==> src/rtl/mipi_dphy_pkg.sv <==
// Shared D-PHY HS receive definitions: byte width, default sync byte and aligner FSM states.
package mipi_dphy_pkg;

    localparam int unsigned BYTE_W = 8;
    localparam logic [BYTE_W-1:0] SYNC_BYTE_DEFAULT = 8'hB8;

    typedef enum logic [2:0] {
        StIdle,
        StHunt,
        StSkew,
        StStream,
        StFail
    } align_state_e;

endpackage

==> src/rtl/mipi_lane_sync_hunter.sv <==
// Per-lane HS sync hunter: finds the sync byte at any bit offset, then emits bytes re-framed
// at the locked offset until cleared.
module mipi_lane_sync_hunter
    import mipi_dphy_pkg::*;
#(
    parameter logic [BYTE_W-1:0] SyncByte = SYNC_BYTE_DEFAULT
) (
    input  logic              clk_i,
    input  logic              rst_i,
    input  logic              hunt_i,
    input  logic              clear_i,
    input  logic [BYTE_W-1:0] data_i,
    output logic              hit_o,
    output logic              locked_o,
    output logic [2:0]        offset_o,
    output logic [BYTE_W-1:0] aligned_o
);

    logic [BYTE_W-1:0]   prev_q;
    logic                locked_q, locked_d;
    logic [2:0]          offset_q, offset_d;
    logic [2*BYTE_W-2:0] win;
    logic                match;
    logic [2:0]          match_off;

    // Bit 15 of the full {cur, prev} window is never part of any candidate.
    assign win = {data_i[BYTE_W-2:0], prev_q};

    always_comb begin
        match     = 1'b0;
        match_off = '0;
        // Descending scan so the lowest matching offset wins.
        for (int k = BYTE_W - 1; k >= 0; k--) begin
            if (win[k +: BYTE_W] == SyncByte) begin
                match     = 1'b1;
                match_off = 3'(k);
            end
        end
    end

    assign hit_o = hunt_i && !locked_q && match;

    always_comb begin
        locked_d = locked_q;
        offset_d = offset_q;
        if (clear_i) begin
            locked_d = 1'b0;
            offset_d = '0;
        end else if (hit_o) begin
            locked_d = 1'b1;
            offset_d = match_off;
        end
    end

    always_ff @(posedge clk_i or posedge rst_i) begin
        if (rst_i) begin
            prev_q   <= '0;
            locked_q <= 1'b0;
            offset_q <= '0;
        end else begin
            prev_q   <= data_i;
            locked_q <= locked_d;
            offset_q <= offset_d;
        end
    end

    assign locked_o  = locked_q;
    assign offset_o  = offset_q;
    assign aligned_o = locked_q ? win[offset_q +: BYTE_W] : '0;

endmodule

==> src/rtl/mipi_hs_lane_aligner.sv <==
// N-lane D-PHY HS aligner: per-lane sync hunt, inter-lane deskew via short delay lines,
// burst-level timeout/skew failure reporting.
module mipi_hs_lane_aligner
    import mipi_dphy_pkg::*;
#(
    parameter int unsigned       LANES        = 2,
    parameter int unsigned       ALIGN_DEPTH  = 4,
    parameter logic [BYTE_W-1:0] SYNC_BYTE    = SYNC_BYTE_DEFAULT,
    parameter int unsigned       SYNC_TIMEOUT = 64
) (
    input  logic                      byte_clk,
    input  logic                      reset,
    input  logic                      hs_burst_flag,
    input  logic [BYTE_W*LANES-1:0]   lanes_data_in,
    output logic [BYTE_W*LANES-1:0]   lanes_data_out,
    output logic                      lanes_data_out_valid,
    output logic [LANES-1:0]          lane_locked,
    output logic [3*LANES-1:0]        lane_bit_offset,
    output logic                      align_fail
);

    localparam int unsigned PtrW = (ALIGN_DEPTH > 1) ? $clog2(ALIGN_DEPTH) : 1;
    localparam int unsigned CntW = $clog2(SYNC_TIMEOUT + ALIGN_DEPTH + 1);

    align_state_e              state_q, state_d;
    logic [CntW-1:0]           cnt_q, cnt_d;
    logic                      fail_q, fail_d;
    logic                      armed_q, armed_d;
    logic                      valid_q, valid_d;
    logic [BYTE_W*LANES-1:0]   out_q, out_d;
    logic [PtrW-1:0]           wptr_q, wptr_d;
    logic [PtrW-1:0]           dly_q [LANES];
    logic [PtrW-1:0]           dly_d [LANES];
    logic [PtrW-1:0]           rd_idx [LANES];
    logic [BYTE_W-1:0]         dl_q [LANES][ALIGN_DEPTH];
    logic [BYTE_W-1:0]         aligned [LANES];
    logic [2:0]                offset [LANES];
    logic [LANES-1:0]          hit;
    logic [LANES-1:0]          locked;
    logic                      hunt;
    logic                      all_lock_now;

    assign hunt = hs_burst_flag && (state_q == StHunt || state_q == StSkew);

    for (genvar g = 0; g < LANES; g++) begin : g_lane
        mipi_lane_sync_hunter #(
            .SyncByte (SYNC_BYTE)
        ) u_hunter (
            .clk_i     (byte_clk),
            .rst_i     (reset),
            .hunt_i    (hunt),
            .clear_i   (!hs_burst_flag),
            .data_i    (lanes_data_in[g*BYTE_W +: BYTE_W]),
            .hit_o     (hit[g]),
            .locked_o  (locked[g]),
            .offset_o  (offset[g]),
            .aligned_o (aligned[g])
        );
        assign lane_bit_offset[3*g +: 3] = offset[g];
    end

    // Counts lanes locking this very cycle, so simultaneous locks go straight to stream.
    assign all_lock_now = &(locked | hit);

    always_comb begin
        state_d = state_q;
        cnt_d   = cnt_q + 1'b1;
        fail_d  = fail_q;
        armed_d = armed_q | !hs_burst_flag;
        if (!hs_burst_flag) begin
            state_d = StIdle;
        end else begin
            case (state_q)
                StIdle: begin
                    // Only a fresh rising edge of the burst flag starts a hunt.
                    if (armed_q) begin
                        state_d = StHunt;
                        cnt_d   = '0;
                        fail_d  = 1'b0;
                        armed_d = 1'b0;
                    end
                end
                StHunt: begin
                    if (all_lock_now) begin
                        state_d = StStream;
                    end else if (|hit) begin
                        state_d = StSkew;
                        cnt_d   = '0;
                    end else if (cnt_d == CntW'(SYNC_TIMEOUT)) begin
                        state_d = StFail;
                        fail_d  = 1'b1;
                    end
                end
                StSkew: begin
                    if (all_lock_now) begin
                        state_d = StStream;
                    end else if (cnt_d == CntW'(ALIGN_DEPTH - 1)) begin
                        state_d = StFail;
                        fail_d  = 1'b1;
                    end
                end
                StStream: state_d = StStream;
                StFail:   state_d = StFail;
                default:  state_d = StIdle;
            endcase
        end
    end

    // Each locked lane accrues one cycle of delay for every cycle some lane is still unlocked.
    always_comb begin
        wptr_d  = (wptr_q == PtrW'(ALIGN_DEPTH - 1)) ? '0 : wptr_q + 1'b1;
        valid_d = hs_burst_flag && (state_q == StStream);
        out_d   = '0;
        for (int i = 0; i < LANES; i++) begin
            dly_d[i] = dly_q[i];
            if (state_q == StIdle) begin
                dly_d[i] = '0;
            end else if (hunt) begin
                if (hit[i]) begin
                    dly_d[i] = '0;
                end else if (locked[i] && !(&locked)) begin
                    dly_d[i] = dly_q[i] + 1'b1;
                end
            end
            rd_idx[i] = (wptr_q >= dly_q[i]) ? wptr_q - dly_q[i]
                                              : wptr_q + PtrW'(ALIGN_DEPTH) - dly_q[i];
            if (valid_d) begin
                out_d[i*BYTE_W +: BYTE_W] = (dly_q[i] == '0) ? aligned[i] : dl_q[i][rd_idx[i]];
            end
        end
    end

    always_ff @(posedge byte_clk or posedge reset) begin
        if (reset) begin
            state_q <= StIdle;
            cnt_q   <= '0;
            fail_q  <= 1'b0;
            armed_q <= 1'b0;
            valid_q <= 1'b0;
            out_q   <= '0;
            wptr_q  <= '0;
            for (int i = 0; i < LANES; i++) begin
                dly_q[i] <= '0;
                for (int j = 0; j < ALIGN_DEPTH; j++) begin
                    dl_q[i][j] <= '0;
                end
            end
        end else begin
            state_q <= state_d;
            cnt_q   <= cnt_d;
            fail_q  <= fail_d;
            armed_q <= armed_d;
            valid_q <= valid_d;
            out_q   <= out_d;
            wptr_q  <= wptr_d;
            for (int i = 0; i < LANES; i++) begin
                dly_q[i]         <= dly_d[i];
                dl_q[i][wptr_q]  <= aligned[i];
            end
        end
    end

    assign lanes_data_out       = out_q;
    assign lanes_data_out_valid = valid_q;
    assign lane_locked          = locked;
    assign align_fail           = fail_q;

endmodule
==> config.mk <==
export PLATFORM = sky130hd
export DESIGN_NAME = mipi_hs_lane_aligner
export DESIGN_NICKNAME = d
export VERILOG_FILES = /design/src/rtl/mipi_dphy_pkg.sv /design/src/rtl/mipi_lane_sync_hunter.sv /design/src/rtl/mipi_hs_lane_aligner.sv
export SDC_FILE = /design/constraint.sdc
export NUM_CORES = 1
export LEC_CHECK = 0
export ABC_AREA = 1
export CORE_ASPECT_RATIO = 0.75
export CORE_MARGIN = 2
export CORE_UTILIZATION = 36
export CTS_BUF_LIST = sky130_fd_sc_hd__clkbuf_16
export DETAILED_ROUTE_END_ITERATION = 16
export PLACE_DENSITY_LB_ADDON = 0.05
export SETUP_SLACK_MARGIN = 0.1
export SYNTH_ARGS = -nofsm -noshare
export SYNTH_HDL_FRONTEND = slang
export SYNTH_SLANG_ARGS = --single-unit
==> constraint.sdc <==
create_clock -name byte_clk -period 7.3 [get_ports byte_clk]
set_clock_uncertainty 0.15 [all_clocks]
set_input_delay 2.19 -clock byte_clk [delete_from_list [all_inputs] [get_ports byte_clk]]
set_output_delay 2.19 -clock byte_clk [all_outputs]
set_load 0.02 [all_outputs]
**Signal wires on met1**

Supply wires on this layer in grey.
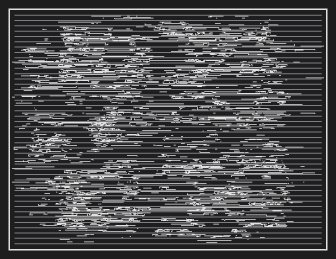
main direction: horizontal
longest straight run: 52.4 microns
share of all routed wire: 52%

**Signal wires on met2**

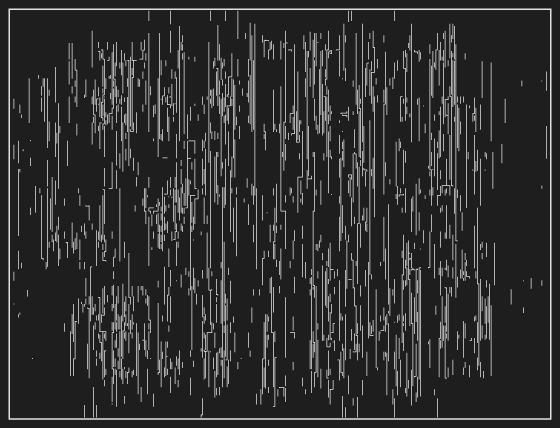
main direction: vertical
wire length on this layer: 7250 microns
longest straight run: 58.8 microns
share of all routed wire: 43%
nets with wire on the layer: 677

**Signal wires on met3**

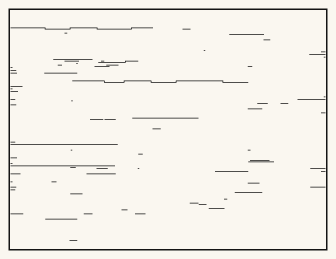
longest straight run: 54.5 microns
nets with wire on the layer: 53
wire length on this layer: 681 microns
main direction: horizontal

==> CHANGELOG.md <==
## Flow update

- Largest family of logic cells by area: simple AND/OR/NAND/NOR gates
- Setup repair after global routing missed its margin: false
- Run status: finished, final reports clean
- Number of antenna-violating nets in the routed design: 0
- Top layer used by detailed routing: met4
- Number of failing hold endpoints at the final stage: 0
- Library cell occupying the most area in the post-synthesis netlist: dfrtp_1
- Final critical path time including I/O delays and setup: 4.341 ns
- Fraction of registers with async set or reset after synthesis: 100.0%
- Buffers, non-clock: about 47
- Fraction of layout instances using a drive strength above 1: 11.37%
- Dominant logic cell type in the layout: nand2_1
- Areal power density over the cells: 261.9 nW/um^2
- Max-slew violation total from the final report: 0
- Met2 layer usage reported by global route: around 27%
- Net Count, Synth: 860
- Startpoint of the worst register-to-register path: wptr_q[0]
- Cells along the critical path: clkdlybuf4s50_1
- Overall via count from detail_route: about 5500
- Clock tree from TritonCTS: built
- Max rail drop VDD: roughly 0.14 mV
- Total number of cells along the worst setup path: 1
- Cell area after technology mapping: 6725 sq um
- Sequential cell area share: 38.87%
- Crit-path max cell delay: 0.83 ns
- Number of global-route vias before repair: roughly 5400
- Buffer and inverter count on the worst path: 1
- Most used DFF post-synth: dfrtp_1
- Largest fanout of any net on the critical path: 28
- Gr busiest metal: met2
- Seq share, synth: 45.77%
**Metal 4**

The bar under the picture is 50 microns long. Supply wires on this layer in grey.
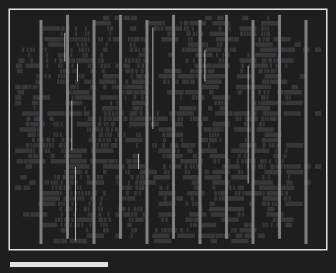
main direction: vertical
longest straight run: 59.8 microns
share of all routed wire: 1.3%

**The clock network**

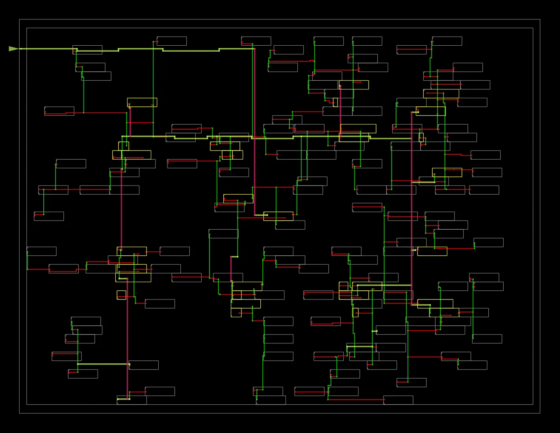
total number of clock tree sinks: 123
total of clock buffers placed in the layout: 17
Late-Pin Clk Latency: 0.42 ns
P_clk: 0.000900 W

Power figures rest on the tool's default switching activity, not on a simulated workload.
